<file path="config.mk">
export PLATFORM = sky130hd
export DESIGN_NAME = afisaj_multiplexat_n
export DESIGN_NICKNAME = d
export VERILOG_FILES = /design/src/rtl/afisaj_multiplexat_n.sv
export SDC_FILE = /design/constraint.sdc
export NUM_CORES = 1
export LEC_CHECK = 0
export CORE_UTILIZATION = 35
export DETAILED_ROUTE_END_ITERATION = 10
export MAX_ROUTING_LAYER = met4
export PLACE_DENSITY_LB_ADDON = 0.3
export SYNTH_ARGS = -nofsm -noshare
export SYNTH_HDL_FRONTEND = slang
export SYNTH_SLANG_ARGS = --single-unit
</file>
<file path="constraint.sdc">
create_clock -name clock -period 3.35 [get_ports clock]
set_clock_uncertainty 0.2 [all_clocks]
set_input_delay 0.67 -clock clock [delete_from_list [all_inputs] [get_ports clock]]
set_output_delay 0.67 -clock clock [all_outputs]
set_load 0.03 [all_outputs]
</file>
<file path="src/rtl/afisaj_multiplexat_n.sv">
// Multiplexed NUM_DIGITS x 7-segment driver: blanked scan slots, per-frame content latch,
// numeric / turn / hazard / stop modes. Optional macro DISPLAY_DIM_EN adds a PWM brightness input.
module afisaj_multiplexat_n #(
  parameter int unsigned NUM_DIGITS   = 4,
  parameter int unsigned CLK_DIV      = 50000,
  parameter int unsigned BLANK_CYCLES = 2,
  parameter int unsigned BLINK_DIV    = 250,
  parameter int unsigned LZ_SUPPRESS  = 1
) (
  input  logic                      clock,
  input  logic                      reset,
  input  logic                      stop,
  input  logic                      semnal_stanga,
  input  logic                      semnal_dreapta,
`ifdef DISPLAY_DIM_EN
  input  logic [2:0]                luminozitate,
`endif
  input  logic [4*NUM_DIGITS-1:0]   cifre,
  output logic [NUM_DIGITS-1:0]     digit_en,
  output logic [6:0]                seg,
  output logic                      cadru_nou
);

  localparam int unsigned PW = $clog2(CLK_DIV);
  localparam int unsigned IW = $clog2(NUM_DIGITS);
  localparam int unsigned BW = $clog2(BLINK_DIV + 1);

  localparam logic [6:0] G_DASH  = 7'h7E;
  localparam logic [6:0] G_BLANK = 7'h7F;
  localparam logic [6:0] G_LEFT  = 7'h30;
  localparam logic [6:0] G_RIGHT = 7'h06;
  localparam logic [6:0] G_STOP  = 7'h00;

  function automatic logic [6:0] bcd_glyph(input logic [3:0] n);
    case (n)
      4'd0:    bcd_glyph = 7'h01;
      4'd1:    bcd_glyph = 7'h4F;
      4'd2:    bcd_glyph = 7'h12;
      4'd3:    bcd_glyph = 7'h06;
      4'd4:    bcd_glyph = 7'h4C;
      4'd5:    bcd_glyph = 7'h24;
      4'd6:    bcd_glyph = 7'h20;
      4'd7:    bcd_glyph = 7'h0F;
      4'd8:    bcd_glyph = 7'h00;
      4'd9:    bcd_glyph = 7'h04;
      default: bcd_glyph = G_DASH;
    endcase
  endfunction

  logic [PW-1:0]                p_q, p_nxt;
  logic [IW-1:0]                i_q, i_nxt;
  logic [BW-1:0]                blink_cnt_q, blink_cnt_nxt;
  logic                         phase_q, phase_nxt;
  logic                         first_q;
  logic [NUM_DIGITS-1:0][6:0]   frame_q, frame_nxt, frame_sel;
  logic                         p_wrap, latch, turn, lead, en_on;
  logic [3:0]                   nib;
  logic [31:0]                  win_end;
  logic [NUM_DIGITS-1:0]        digit_en_nxt;
  logic [6:0]                   seg_nxt;
`ifdef DISPLAY_DIM_EN
  logic [2:0]                   lum_q, lum_sel;
`endif

  // Scan counters, frame content builder, blink bookkeeping and next output values.
  always_comb begin
    p_wrap        = (p_q == PW'(CLK_DIV - 1));
    p_nxt         = p_wrap ? '0 : p_q + PW'(1);
    i_nxt         = i_q;
    turn          = semnal_stanga | semnal_dreapta;
    lead          = (LZ_SUPPRESS != 0);
    nib           = '0;
    frame_nxt     = {NUM_DIGITS{G_BLANK}};
    blink_cnt_nxt = blink_cnt_q;
    phase_nxt     = phase_q;
    win_end       = CLK_DIV;

    if (p_wrap)
      i_nxt = (i_q == IW'(NUM_DIGITS - 1)) ? '0 : i_q + IW'(1);
    latch = first_q | (p_wrap & (i_q == IW'(NUM_DIGITS - 1)));

    for (int unsigned d = 0; d < NUM_DIGITS; d++) begin
      nib = cifre[4*(NUM_DIGITS-1-d) +: 4];
      if (stop)
        frame_nxt[d] = G_STOP;
      else if (turn) begin
        if (!phase_q)                                   frame_nxt[d] = G_BLANK;
        else if (semnal_stanga && d == 0)               frame_nxt[d] = G_LEFT;
        else if (semnal_dreapta && d == NUM_DIGITS - 1) frame_nxt[d] = G_RIGHT;
        else                                            frame_nxt[d] = G_DASH;
      end else if (lead && nib == 4'd0 && d != NUM_DIGITS - 1)
        frame_nxt[d] = G_BLANK;
      else begin
        frame_nxt[d] = bcd_glyph(nib);
        lead         = 1'b0;
      end
    end

    // Blink phase only runs while the latched mode is a turn/hazard mode.
    if (latch) begin
      if (stop || !turn) begin
        blink_cnt_nxt = '0;
        phase_nxt     = 1'b1;
      end else if (blink_cnt_q == BW'(BLINK_DIV - 1)) begin
        blink_cnt_nxt = '0;
        phase_nxt     = ~phase_q;
      end else
        blink_cnt_nxt = blink_cnt_q + BW'(1);
    end

    frame_sel = latch ? frame_nxt : frame_q;
`ifdef DISPLAY_DIM_EN
    lum_sel = latch ? luminozitate : lum_q;
    win_end = BLANK_CYCLES + ((32'(lum_sel) + 32'd1) * (CLK_DIV - BLANK_CYCLES)) / 32'd8;
`endif

    en_on        = (32'(p_nxt) >= BLANK_CYCLES) && (32'(p_nxt) < win_end);
    digit_en_nxt = en_on ? (NUM_DIGITS'(1) << i_nxt) : '0;
    seg_nxt      = (32'(p_nxt) >= BLANK_CYCLES) ? frame_sel[i_nxt] : G_BLANK;
  end

  always_ff @(posedge clock) begin
    if (reset) begin
      p_q         <= '0;
      i_q         <= '0;
      blink_cnt_q <= '0;
      phase_q     <= 1'b1;
      first_q     <= 1'b1;
      frame_q     <= {NUM_DIGITS{G_BLANK}};
`ifdef DISPLAY_DIM_EN
      lum_q       <= 3'd7;
`endif
      digit_en    <= '0;
      seg         <= G_BLANK;
      cadru_nou   <= 1'b0;
    end else begin
      p_q         <= p_nxt;
      i_q         <= i_nxt;
      blink_cnt_q <= blink_cnt_nxt;
      phase_q     <= phase_nxt;
      first_q     <= 1'b0;
      if (latch) begin
        frame_q <= frame_nxt;
`ifdef DISPLAY_DIM_EN
        lum_q   <= luminozitate;
`endif
      end
      digit_en    <= digit_en_nxt;
      seg         <= seg_nxt;
      cadru_nou   <= latch;
    end
  end

endmodule
</file>
Run 1, track usage over the die:
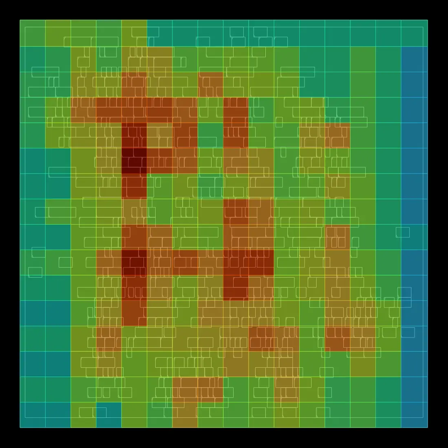
Global Route met2 Usage: 0.278
Most Crowded Layer GR: met2
met3 Use GR: 0.0416
Final Util: 0.428
GRT Total Usage: 0.172

Run 1, the metal 3 layer:
Scale: 2 px per um.
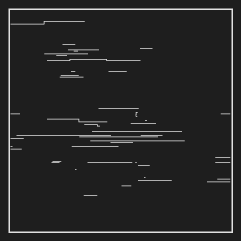
The wires run mostly horizontal. The layer holds 6.0% of the routed length. 35 nets have wire on it. The longest straight run is 46.9 um. The layer carries 586 um of wire.

==> impl_metrics.toml, run 1 <==
# physical design summary
[clock_tree]
cts_inserted_buffers = 9
cts_root_buf = "clkbuf_16"
post-cts-setup-buffers = 0
post_cts_resized = 0
clockBufferDepth = 2
clock-sinks = 68

[setup_path]
worstPathRequired_ns = 3.35
worst-path-max-fanout = 6
ff2ff_path_depth = 9
cp_num_buf_inv = 2
critPathKind = "in2reg"
cp-start-kind = "primary input"
crit-reg2reg-launch = "p_q[0]"
critPathArrivalTime_ns = 3.01
slowest_stage = "clkdlybuf4s50_1"

[floorplanning]
dieWidth_um = 111
fp_util = 0.361
io_pins = 33
coreArea_mm2 = 0.0115

[global_route]
antenna_found_initial = 0
grt_pass1_vias = 3499
grt_pass1_wl_um = 16600

[final_layout]
design_area_mm2 = 0.00491
reg.largest.list = "frame_q x28, p_q x16, blink_cnt_q x8"
area_growth_pct = 18.7

[synth]
mux_area_frac = 0.0181
ys_seq_frac = 0.329
synth_top_area_share = 0.329
xor_area_frac = 0.0466
synthTopCellsByArea = "dfxtp_1, ha_1, a21oi_1"
synthCells = 506
async_reset_ff_frac = 0
flop_cell = "dfxtp_1"

[job]
warnings = 41
drv_cap = 0

[routing]
viasPerCell = 5.35
wl_per_cell_um = 14.4
drc_errors = 0
drtAntennaViolNets = 0

[placement]
dp_hpwl_um = 7200

[final_timing]
finalSetupViolCount = 0

[power]
power.density_mw_per_mm2 = 433

[hold_path]
hp-class = "reg2reg"

[run_status]
status = "finished, final reports clean"
Run 1, M2 wires:
Scale: 2 px per um. Cells faint in the background.
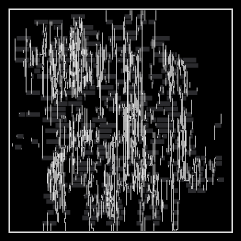
484 nets have wire on it. The layer carries 4620 um of wire.

run 1: synthesized netlist by cell type (4+ instances only):
| cell type | instances |
|---|---|
| nand3_1 | 7 |
| inv_1 | 13 |
| nor3b_1 | 5 |
| nor3_1 | 11 |
| dfxtp_1 | 68 |
| clkbuf_1 | 16 |
| a211oi_1 | 11 |
| nor2b_1 | 4 |
| ha_1 | 22 |
| xnor2_1 | 12 |
| nand2b_1 | 23 |
| o22ai_1 | 4 |
| a221oi_1 | 7 |
| o211ai_1 | 4 |
| buf_2 | 14 |
| nand4_1 | 6 |
| nand2_1 | 48 |
| nand3b_1 | 6 |
| xor2_1 | 10 |
| o21a_1 | 4 |
| mux2i_1 | 6 |
| a21oi_1 | 47 |
| and3_1 | 6 |
| o21ai_0 | 21 |
| or3_1 | 6 |
| a211o_1 | 6 |
| a31oi_1 | 4 |
| nor2_1 | 55 |
run 1: worst reg2reg max path: cells and delay by family, from the launching register on:
family / cells / cell delay (ns)
compound gates: 4 / 1.15
flops: 1 / 0.35
fa+ha+maj: 1 / 0.26
simple gates: 3 / 0.60
buf+inv: 1 / 0.22
run 1: cell type report:
cell class	count	area, um2	share of cell area
inverters	14	52.6	0.0107
well taps	143	179	0.0364
multi-input cells	388	2550	0.519
repair buffers	51	475	0.0968
flip-flops and latches	68	1360	0.277
clock buffers	10	239	0.0487
clock inverters	5	52.6	0.0107
run 1: power by group:
group / internal, mW / switching (mW)
clock: 0.587 / 0.340
sequential: 0.853 / 0.0216
combinational: 0.141 / 0.183
run 1: placed cells by master, fill, tap and decap left out, types with 3 or more instances in the layout:
master and instances:
clkdlybuf4s50_1 32, a21o_1 3, mux2i_1 6, ha_1 22, nand3_1 7, nor3_1 11
nor2_1 55, or3_1 6, xor2_1 10, a221oi_1 7, a31oi_1 4, nand3b_1 6
nand2_1 48, clkbuf_16 9, inv_1 13, o211ai_1 4, dfxtp_1 68, a21oi_1 47
nor2b_1 4, clkinv_2 3, a311oi_1 3, o22ai_1 4, xnor2_1 12, buf_4 18
a211o_1 6, a211oi_1 11, o21a_1 4, nand4_1 6, nor3b_1 5, or2_2 3
and3_1 6, nand2b_1 23, o21ai_0 21
run 1: routing by layer:
metal / vias up / global-route usage / routed length (um)
li1: 1849 / - / -
met1: 1699 / 0.210 / 4440
met2: 76 / 0.278 / 4620
met3: 8 / 0.0416 / 585
met4: 0 / 0.0533 / 128
met5: - / - / 0
run 1: metrics by stage:
| stage | instances | setup WS, ns | utilization | total power, mW |
|---|---|---|---|---|
| CTS | 679 | 0.369 | 0.428 | 2.15 |
| global placement | 664 | 0.0633 | 0.403 | 1.21 |
| global route | 679 | 0.107 | 0.428 | 2.22 |
| detailed placement | 664 | 0.0242 | 0.403 | 1.21 |
| finish | 679 | 0.346 | 0.428 | 2.13 |
| floorplan | 506 | 0.915 | - | 1.10 |
run 1: how the worst max path moves through the flow:
stage                          from  endpoint  slack, ns  cells after the start
final                     cifre[12]    seg[6]       0.35                     10
after global routing      cifre[12]    seg[1]       0.11                     10
after CTS                 cifre[12]    seg[6]       0.37                     10
after detailed placement  cifre[12]    seg[6]       0.02                     10
after global placement    cifre[12]    seg[6]       0.06                     10
after floorplan           cifre[12]    seg[2]       0.92                      9
==> run 1 -> run 2 <==
==> constraint.sdc (replaced) <==
create_clock -name clock -period 3.1 [get_ports clock]
set_clock_uncertainty 0.2 [all_clocks]
set_input_delay 0.62 -clock clock [delete_from_list [all_inputs] [get_ports clock]]
set_output_delay 0.62 -clock clock [all_outputs]
set_load 0.03 [all_outputs]
Run 2, track usage over the die:
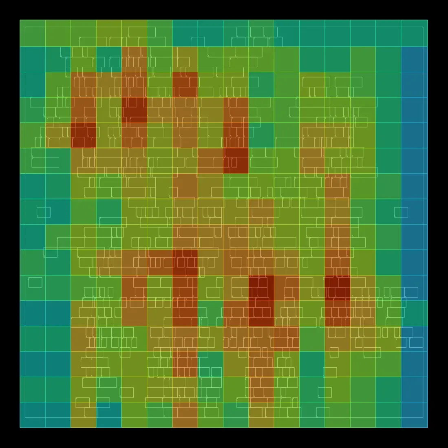
wire per inst: 14.3 um
GRT Total Usage: 0.172
Final Util: 0.443
Global Route met2 Usage: 0.280
met3 Use GR: 0.0355

Run 2, the metal 3 layer:
Scale: 2 px per um.
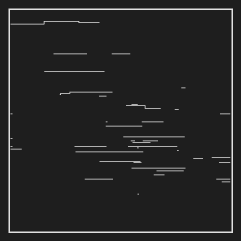
The longest straight run is 33.6 um. The layer holds 4.3% of the routed length. The wires run mostly horizontal. The layer carries 433 um of wire. 31 nets have wire on it.

==> run 2 against run 1 <==
Sequential cell count unchanged. Largest cell class unchanged. Register-to-register slack got worse by 0.17 ns. Sequential share of layout area decreased by 0.92 points. Critical endpoint is now seg[2]. Die area unchanged. Global-route usage about the same. Final cell count increased by 2.7%. Routed wire length increased by 2.0%.
==> impl_metrics.toml, run 2 <==
# physical design summary
[synth]
synthCells = 506
flop_cell = "dfxtp_1"
top_cell = "dfxtp_1"
ys_seq_frac = 0.329
synth_top_area_share = 0.329
synth.top_cells.by_count = "dfxtp_1, nor2_1, nand2_1"

[power]
power.share.switching = 0.246
intPower_mw = 1.81
pwr-share-comb = 0.153
pwr-share-clk = 0.454

[final_layout]
layout_top_cells = "dfxtp_1, nor2_1, nand2_1, a21oi_1, buf_4"
reg.largest.list = "frame_q x28, p_q x16, blink_cnt_q x8"
design_area_mm2 = 0.00508
area_growth_pct = 22.8

[clock_tree]
post_cts_resized = 0
cts_root_buf = "clkbuf_16"
clockBufferDepth = 2
clock-sinks = 68

[job]
drv_cap = 0
warnings = 41

[global_route]
antenna_found_initial = 0
grt_pass1_wl_um = 16800
grt_pass1_vias = 3560

[setup_path]
slowest_stage = "clkdlybuf4s50_1"
worstPathRequired_ns = 3.09
cp-start-kind = "primary input"
critPathArrivalTime_ns = 2.85
critPathKind = "in2reg"

[final_timing]
finalSetupViolCount = 0
fin_ws_ns = 0.246

[run_status]
status = "finished, final reports clean"

[floorplanning]
io_pins = 33

[hold_path]
hp-class = "reg2reg"

[routing]
drtAntennaViolNets = 0
viasPerCell = 5.33

[placement]
pre_cts_slack_ns = -0.0427
-- run 2: cell counts after synthesis --
No cell type changed its count.
-- run 2: final cells by class --
| class | instances | area [um2] | share of cell area |
|---|---|---|---|
| multi-input combinational | 388 | 2550 | 0.502 |
| sequential | 68 | 1360 | 0.268 |
| timing repair buffer | 68 | 616 | 0.121 |
| clock buffer | 12 | 246 | 0.0485 |
| tap | 143 | 179 | 0.0352 |
| clock inverter | 4 | 72.6 | 0.0143 |
| inverter | 14 | 52.6 | 0.0103 |
-- run 2: worst reg2reg max path: stages, from the launching register on --
cell and delay (ns):
dfxtp_1 0.40, ha_1 0.25, and3_1 0.33, and4_4 0.31, a21o_1 0.41, mux2_4 0.35
nor2_1 0.13, a21oi_1 0.07, a211o_1 0.29
-- run 2: kinds of logic (layout without fill, tap and decap cells) --
group                    after synthesis  count (layout)  share of synthesized area
AND/OR/NAND/NOR                      203             203                      0.266
AND-OR/OR-AND                        134             134                      0.218
flip-flops                            68              68                      0.329
buffers and inverters                 50              98                     0.0560
adder cells (fa/ha/maj)               22              22                     0.0665
XOR/XNOR                              22              22                     0.0466
multiplexers                           7               7                     0.0181
-- run 2: path summary, 6_finish.rpt --
path,end,startpoint,cells past startpoint
worst max-delay path,seg[2],cifre[13],10
worst min-delay path,frame_q[14],frame_q[14],1
worst min register to register,frame_q[14],frame_q[14],1
worst max register to register,seg[1],p_q[1],8
-- run 2: layer usage --
metal	vias up	global-route usage	wire, um
li1	1892	-	-
met1	1747	0.217	4750
met2	66	0.280	4680
met3	10	0.0355	432
met4	0	0.0427	114
met5	-	-	0
-- run 2: power by group through the flow --
stage                     logic, mW  registers (mW)  clock network [mW]
after floorplan               0.201           0.983                   0
after global placement        0.360           0.963                   0
after detailed placement      0.365           0.963                   0
after CTS                     0.368           0.945                1.11
after global routing          0.402           0.949                1.15
final                         0.367           0.945                1.09
-- run 2: per-stage QoR --
stage | hold slack (ns) | instances | total power, mW | setup TNS, ns
finish | 0.265 | 697 | 2.40 | 0
floorplan | 0.229 | 506 | 1.18 | 0
global route | 0.283 | 697 | 2.50 | 0
CTS | 0.265 | 697 | 2.42 | 0
global placement | 0.250 | 681 | 1.32 | -0.0513
detailed placement | 0.252 | 681 | 1.33 | -0.0820
Power figures rest on the tool's default switching activity, not on a simulated workload.
